## src/rtl/shuffle_sequencer.sv

```systemverilog
`timescale 1ns/1ps
`default_nettype none
// +----------------------------------------------------------------------------+
// | Module   : shuffle_sequencer                                               |
// | Function : fills an external regfile with 0..len-1, then Fisher-Yates      |
// |            shuffles it using LFSR draws reduced by repeated subtraction.   |
// | Revision : 1.0                                                             |
// +----------------------------------------------------------------------------+
module shuffle_sequencer #(
    parameter int ADDR_W = 4,
    parameter int RAND_W = 8
) (
    input  logic              clk,
    input  logic              rst,
    input  logic              start,
    input  logic [ADDR_W:0]   len,
    input  logic [RAND_W-1:0] lfsr_q,
    output logic              lfsr_step,
    output logic [ADDR_W-1:0] rf_addr,
    output logic [ADDR_W-1:0] rf_wdata,
    output logic              rf_we,
    input  logic [ADDR_W-1:0] rf_rdata,
    output logic              busy,
    output logic              done
);

    localparam logic [ADDR_W:0] c_DEPTH = {1'b1, {ADDR_W{1'b0}}};

    localparam logic [3:0] c_ST_IDLE = 4'd0;
    localparam logic [3:0] c_ST_FILL = 4'd1;
    localparam logic [3:0] c_ST_PICK = 4'd2;
    localparam logic [3:0] c_ST_MOD  = 4'd3;
    localparam logic [3:0] c_ST_RD_I = 4'd4;
    localparam logic [3:0] c_ST_RD_J = 4'd5;
    localparam logic [3:0] c_ST_WR_I = 4'd6;
    localparam logic [3:0] c_ST_WR_J = 4'd7;
    localparam logic [3:0] c_ST_DONE = 4'd8;

    logic [3:0]        r_state;
    logic [3:0]        w_state_nxt;
    logic [ADDR_W:0]   r_len;
    logic [ADDR_W:0]   r_k;
    logic [ADDR_W-1:0] r_i;
    logic [ADDR_W-1:0] r_j;
    logic [RAND_W-1:0] r_rem;
    logic [ADDR_W-1:0] r_tmp_i;
    logic [ADDR_W-1:0] r_tmp_j;

    logic [ADDR_W:0]   w_len_clamp;
    logic [ADDR_W:0]   w_len_m1;
    logic              w_k_last;
    logic              w_len_lt2;
    logic              w_i_is_one;
    logic [RAND_W-1:0] w_i_ext;
    logic              w_rem_gt;
    logic [RAND_W-1:0] w_rem_sub;

    assign w_len_clamp = (len > c_DEPTH) ? c_DEPTH : len;
    assign w_len_m1    = r_len - 1'b1;
    assign w_k_last    = (r_k == w_len_m1);
    assign w_len_lt2   = (r_len[ADDR_W:1] == '0);
    // i never drops below 1 inside the shuffle loop, so zero upper bits mean i==1
    assign w_i_is_one  = (r_i[ADDR_W-1:1] == '0);
    assign w_i_ext     = RAND_W'(r_i);
    assign w_rem_gt    = (r_rem > w_i_ext);
    assign w_rem_sub   = r_rem - w_i_ext - 1'b1;

    always_ff @(posedge clk or posedge rst) begin
        if (rst) begin
            r_state <= c_ST_IDLE;
        end else begin
            r_state <= w_state_nxt;
        end
    end

    always_ff @(posedge clk or posedge rst) begin
        if (rst) begin
            r_len   <= '0;
            r_k     <= '0;
            r_i     <= '0;
            r_j     <= '0;
            r_rem   <= '0;
            r_tmp_i <= '0;
            r_tmp_j <= '0;
        end else begin
            case (r_state)
                c_ST_IDLE: begin
                    if (start) begin
                        r_len <= w_len_clamp;
                        r_k   <= '0;
                    end
                end
                c_ST_FILL: begin
                    r_k <= r_k + 1'b1;
                    if (w_k_last) begin
                        r_i <= w_len_m1[ADDR_W-1:0];
                    end
                end
                c_ST_PICK: r_rem <= lfsr_q;
                c_ST_MOD: begin
                    if (w_rem_gt) begin
                        r_rem <= w_rem_sub;
                    end else begin
                        r_j <= r_rem[ADDR_W-1:0];
                    end
                end
                c_ST_RD_I: r_tmp_i <= rf_rdata;
                c_ST_RD_J: r_tmp_j <= rf_rdata;
                c_ST_WR_J: begin
                    if (!w_i_is_one) begin
                        r_i <= r_i - 1'b1;
                    end
                end
                default: ;
            endcase
        end
    end

    always_comb begin
        w_state_nxt = r_state;
        busy        = 1'b0;
        done        = 1'b0;
        rf_we       = 1'b0;
        lfsr_step   = 1'b0;
        rf_addr     = '0;
        rf_wdata    = '0;
        case (r_state)
            c_ST_IDLE: begin
                if (start) begin
                    w_state_nxt = (w_len_clamp == '0) ? c_ST_DONE : c_ST_FILL;
                end
            end
            c_ST_FILL: begin
                busy     = 1'b1;
                rf_we    = 1'b1;
                rf_addr  = r_k[ADDR_W-1:0];
                rf_wdata = r_k[ADDR_W-1:0];
                if (w_k_last) begin
                    w_state_nxt = w_len_lt2 ? c_ST_DONE : c_ST_PICK;
                end
            end
            c_ST_PICK: begin
                busy        = 1'b1;
                lfsr_step   = 1'b1;
                w_state_nxt = c_ST_MOD;
            end
            c_ST_MOD: begin
                busy = 1'b1;
                if (!w_rem_gt) begin
                    w_state_nxt = c_ST_RD_I;
                end
            end
            c_ST_RD_I: begin
                busy        = 1'b1;
                rf_addr     = r_i;
                w_state_nxt = c_ST_RD_J;
            end
            c_ST_RD_J: begin
                busy        = 1'b1;
                rf_addr     = r_j;
                w_state_nxt = c_ST_WR_I;
            end
            c_ST_WR_I: begin
                busy        = 1'b1;
                rf_we       = 1'b1;
                rf_addr     = r_i;
                rf_wdata    = r_tmp_j;
                w_state_nxt = c_ST_WR_J;
            end
            c_ST_WR_J: begin
                busy        = 1'b1;
                rf_we       = 1'b1;
                rf_addr     = r_j;
                rf_wdata    = r_tmp_i;
                w_state_nxt = w_i_is_one ? c_ST_DONE : c_ST_PICK;
            end
            c_ST_DONE: begin
                done        = 1'b1;
                w_state_nxt = c_ST_IDLE;
            end
            default: w_state_nxt = c_ST_IDLE;
        endcase
    end

endmodule
`default_nettype wire

```

## config.mk

```make
export PLATFORM = sky130hd
export DESIGN_NAME = shuffle_sequencer
export DESIGN_NICKNAME = d
export VERILOG_FILES = /design/src/rtl/shuffle_sequencer.sv
export SDC_FILE = /design/constraint.sdc
export NUM_CORES = 1
export LEC_CHECK = 0
export ABC_AREA = 1
export CAP_MARGIN = 30
export CORE_MARGIN = 10
export CORE_UTILIZATION = 58
export CTS_BUF_LIST = sky130_fd_sc_hd__clkbuf_8
export DETAILED_ROUTE_END_ITERATION = 16
export HOLD_SLACK_MARGIN = 0.06
export PLACE_DENSITY_LB_ADDON = 0.12
export SLEW_MARGIN = 10
export SYNTH_ARGS = -nofsm -noshare
export SYNTH_HDL_FRONTEND = slang
export SYNTH_SLANG_ARGS = --single-unit
```

## constraint.sdc

```tcl
create_clock -name clk -period 2.32 [get_ports clk]
set_clock_uncertainty 0.15 [all_clocks]
set_input_delay 0.464 -clock clk [delete_from_list [all_inputs] [get_ports clk]]
set_output_delay 0.464 -clock clk [all_outputs]
set_load 0.02 [all_outputs]
```

==> flow_metrics.env <==
# implementation run metrics
export IMPL_status="completed"
export IMPL_buf_share_pct=11.2
export IMPL_ant_nets=0
export IMPL_top_cell="nand2_1"
export IMPL_drt_met1_wl_mm=2.64
export IMPL_drc_errors=0
export IMPL_r2r_cells=10
export IMPL_route_met3_wl_um=224
export IMPL_path_buffers=4
export IMPL_p_comb_share_pct=4.3
export IMPL_placed_cells=441
export IMPL_nClkBuffers=6
export IMPL_final_comb_area_sq_um=1400
export IMPL_syn_nets=377
export IMPL_clk_latency_ps=290
export IMPL_synthDistinctLibCells=34
export IMPL_seq_cell_power_w=0.000662
export IMPL_setup_ws_ps=154
export IMPL_fin_setup_tns_ps=0
export IMPL_rsz0062_at_grt="false"
export IMPL_p_sw_w=0.000256
export IMPL_cts_tree="built"
export IMPL_pwr_share_seq_pct=55.9
export IMPL_detailedPlace_worstSlack_ps=-7.61
export IMPL_num_io_pins=32
export IMPL_placed_area_sq_um=3020
export IMPL_n_fill_cell=390
export IMPL_cp_depth=7
export IMPL_seq_area_sq_um=951
export IMPL_critPathMaxFanout=5
export IMPL_met2_usage_pct=30.7
export IMPL_ys_warn_count=0
export IMPL_ys_ff=38
export IMPL_cts_clk_slew_worst_paths_ps=80
export IMPL_post_route_period_util_pct=93.4
export IMPL_power_density_nw_per_um2=387
export IMPL_synth_avg_cell_area_sq_um=7.43
export IMPL_hold_violations=0
The metal 3 layer:
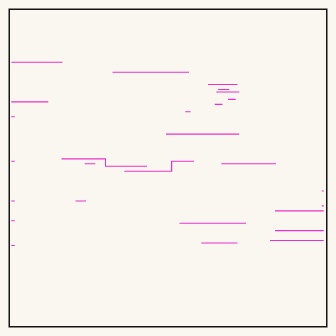
main direction: horizontal
longest straight run: 20.7 um
share of all routed wire: 3.7%
wire length on this layer: 224 um
nets with wire on the layer: 23
vias after detailed routing: 2362
WL final: 6.04 mm
met3 GRT Util: 3.94%

Placed standard cells:
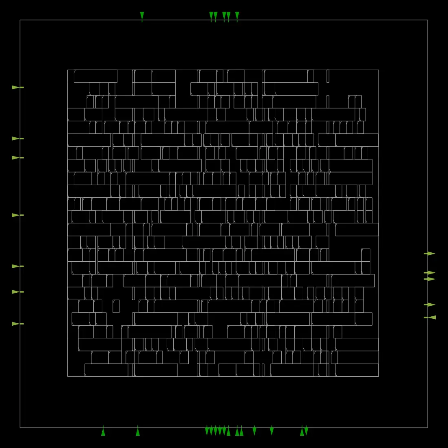
Core ar.: 4320 sq um
Std-Cell Rows: 24
utilization after layout: 70.8%

Cell density map:
9 x 9 tiles, from white (low) to dark blue (high), 0 to 100% covered.
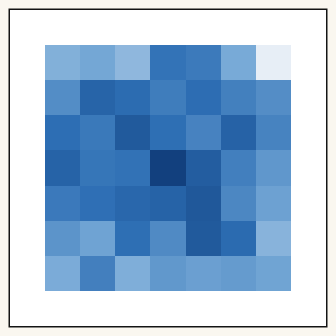
emptiest ninth of the die: north-east
fullest tile: 93%
densest ninth of the die: center
tiles over 75% full: 16%
Floorplan Utilization: 59.8%

Pin placement:
Pins as bars across the die edge, other pins in gray.
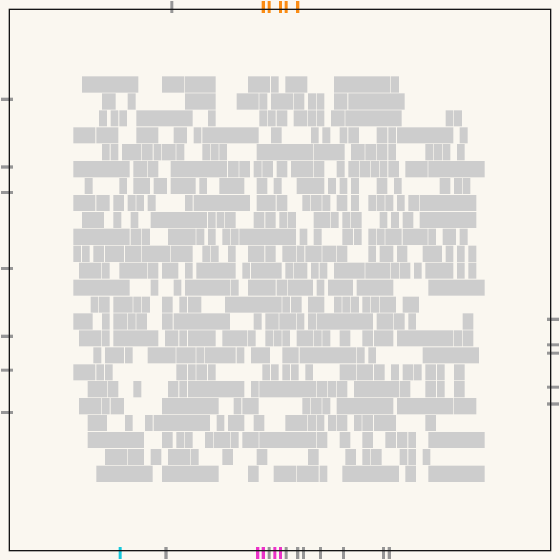
| port | color | pins | direction | edge |
|---|---|---|---|---|
| rf_addr | magenta | 4 | output | south |
| rst | cyan | 1 | input | south |
| len | orange | 5 | input | north |
Die X: 86.8 um
Port Buf Inserts: 31
Die Span Y: 86.8 um

